The metal 2 layer:
Cells faint in the background.
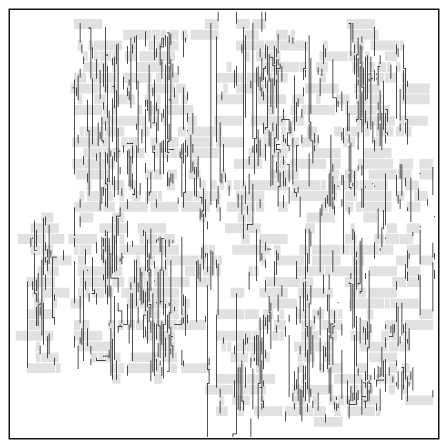
Sequential cells coloured by netlist name:
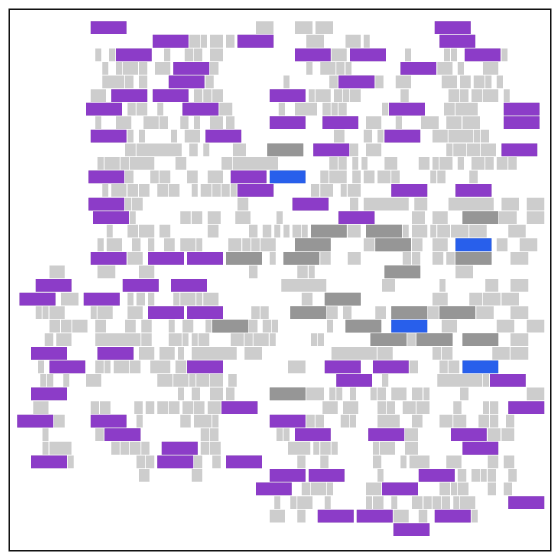
`src/rtl/gpio_debounce.sv`:
```
`default_nettype none
// ============================================================================
// gpio_debounce : two-flop synchroniser, per-bit debounce, edge pulses and a
//                 sticky maskable interrupt-pending register for gpio switches.
// Revision      : 1.0
// ============================================================================
module gpio_debounce #(
  parameter int DATA_WIDTH      = 3,
  parameter int CNT_WIDTH       = 20,
  parameter int DEBOUNCE_CYCLES = 1000000
) (
  input  logic                  clk,
  input  logic                  rst,
  input  logic [DATA_WIDTH:0]   sw_raw,
  input  logic [DATA_WIDTH:0]   irq_mask,
  input  logic [DATA_WIDTH:0]   irq_clear,
  output logic [DATA_WIDTH:0]   sw_clean,
  output logic [DATA_WIDTH:0]   sw_rise,
  output logic [DATA_WIDTH:0]   sw_fall,
  output logic [DATA_WIDTH:0]   irq_pending,
  output logic                  irq
);

  localparam logic [CNT_WIDTH-1:0] C_CNT_MAX = CNT_WIDTH'(DEBOUNCE_CYCLES - 1);
  localparam logic [CNT_WIDTH-1:0] C_CNT_ONE = CNT_WIDTH'(1);

  logic [DATA_WIDTH:0]  r_sync1;
  logic [DATA_WIDTH:0]  r_sync2;
  logic [CNT_WIDTH-1:0] r_cnt      [DATA_WIDTH+1];
  logic [CNT_WIDTH-1:0] w_cnt_next [DATA_WIDTH+1];
  logic [DATA_WIDTH:0]  w_accept;
  logic [DATA_WIDTH:0]  w_clean_next;
  logic [DATA_WIDTH:0]  w_rise_next;
  logic [DATA_WIDTH:0]  w_fall_next;

  genvar gi;
  generate
    for (gi = 0; gi <= DATA_WIDTH; gi++) begin : g_bit
      // Count only while the synchronised level disagrees with the clean one;
      // agreement or acceptance both return the counter to zero.
      assign w_accept[gi]     = (r_sync2[gi] != sw_clean[gi]) && (r_cnt[gi] == C_CNT_MAX);
      assign w_cnt_next[gi]   = ((r_sync2[gi] == sw_clean[gi]) || w_accept[gi]) ? '0
                                                                                : r_cnt[gi] + C_CNT_ONE;
      assign w_clean_next[gi] = w_accept[gi] ? r_sync2[gi] : sw_clean[gi];
      assign w_rise_next[gi]  = w_accept[gi] &  r_sync2[gi];
      assign w_fall_next[gi]  = w_accept[gi] & ~r_sync2[gi];
    end
  endgenerate

  always_ff @(posedge clk) begin
    if (!rst) begin
      r_sync1     <= '0;
      r_sync2     <= '0;
      sw_clean    <= '0;
      sw_rise     <= '0;
      sw_fall     <= '0;
      irq_pending <= '0;
      for (int i = 0; i <= DATA_WIDTH; i++) begin
        r_cnt[i] <= '0;
      end
    end else begin
      r_sync1     <= sw_raw;
      r_sync2     <= r_sync1;
      sw_clean    <= w_clean_next;
      sw_rise     <= w_rise_next;
      sw_fall     <= w_fall_next;
      // A new masked rising edge wins over a clear in the same cycle.
      irq_pending <= (w_rise_next & irq_mask) | (irq_pending & ~irq_clear);
      for (int i = 0; i <= DATA_WIDTH; i++) begin
        r_cnt[i] <= w_cnt_next[i];
      end
    end
  end

  assign irq = |irq_pending;

endmodule
`default_nettype wire

```
`config.mk`:
```
export PLATFORM = sky130hd
export DESIGN_NAME = gpio_debounce
export DESIGN_NICKNAME = d
export VERILOG_FILES = /design/src/rtl/gpio_debounce.sv
export SDC_FILE = /design/constraint.sdc
export NUM_CORES = 1
export LEC_CHECK = 0
export CAP_MARGIN = 20
export CORE_MARGIN = 1
export CORE_UTILIZATION = 40
export DETAILED_ROUTE_END_ITERATION = 10
export HOLD_SLACK_MARGIN = 0.15
export PLACE_DENSITY = 0.56
export SLEW_MARGIN = 30
export SYNTH_ARGS = -nofsm -noshare
export SYNTH_HDL_FRONTEND = slang
export SYNTH_SLANG_ARGS = --single-unit
```
`constraint.sdc`:
```
create_clock -name clk -period 4.4 [get_ports clk]
set_clock_uncertainty 0.05 [all_clocks]
set_input_delay 0.66 -clock clk [delete_from_list [all_inputs] [get_ports clk]]
set_output_delay 0.66 -clock clk [all_outputs]
set_load 0.03 [all_outputs]
```
==> run summary <==
Results of the run.

The startpoint type of the worst setup path is a register. The proportion of cell area occupied by multi-input gates is 44.1%. On the critical path, the stage with the largest delay is an instance of clkdlybuf4s50_1. The largest contributor to cell area by class is multi-input combinational cells. The simple-gate share of the synthesized area is 31.9%.

The sum of negative setup slack is 0 ps. In this run the static leakage power is 1.56 nW. The core utilization before placement is 41.3%. Ranking logic cells in the layout by count gives the top entries dfxtp_1, nor2_1, nand3_1. The slew at the pin closest to its max-slew limit is 634 ps. Endpoints failing hold in the final report were tallied at 0. The share of final-layout standard cells stronger than drive strength 1 is 4.16%. The critical path goes through or4_1, clkdlybuf4s50_1. In this run the remaining antenna-violating nets after routing total 0.

In this run the horizontal extent of the chip is 108 um. Counting the warning lines in the Yosys log gives 0. In this run, power in the clock network comes to 0.737 mW. The post-route DRC violation count is 0. In the final layout, the multi-input gates occupy 0.00230 mm2. The flow ran to the end, and the final reports show no timing, DRC or antenna violations.

Summed over all combinational cells, the power is 0.0294 mW.
## Picture notes: 'the metal 2 layer'
nets with wire on the layer: 463
longest straight run: 45.9 um
wire length on this layer: 4130 um
main direction: vertical

## Picture notes: 'sequential cells coloured by netlist name'
[r_cnt] purple | placed flops: 80 | where: all over the die
[sw_rise] blue | placed flops: 4 | where: east
FF/Latch Area: 0.00208 mm2
sequential portion of the cell area: 40.0%
core occupancy in the finished layout: 47.6%

Power and IR drop assume default switching activity.
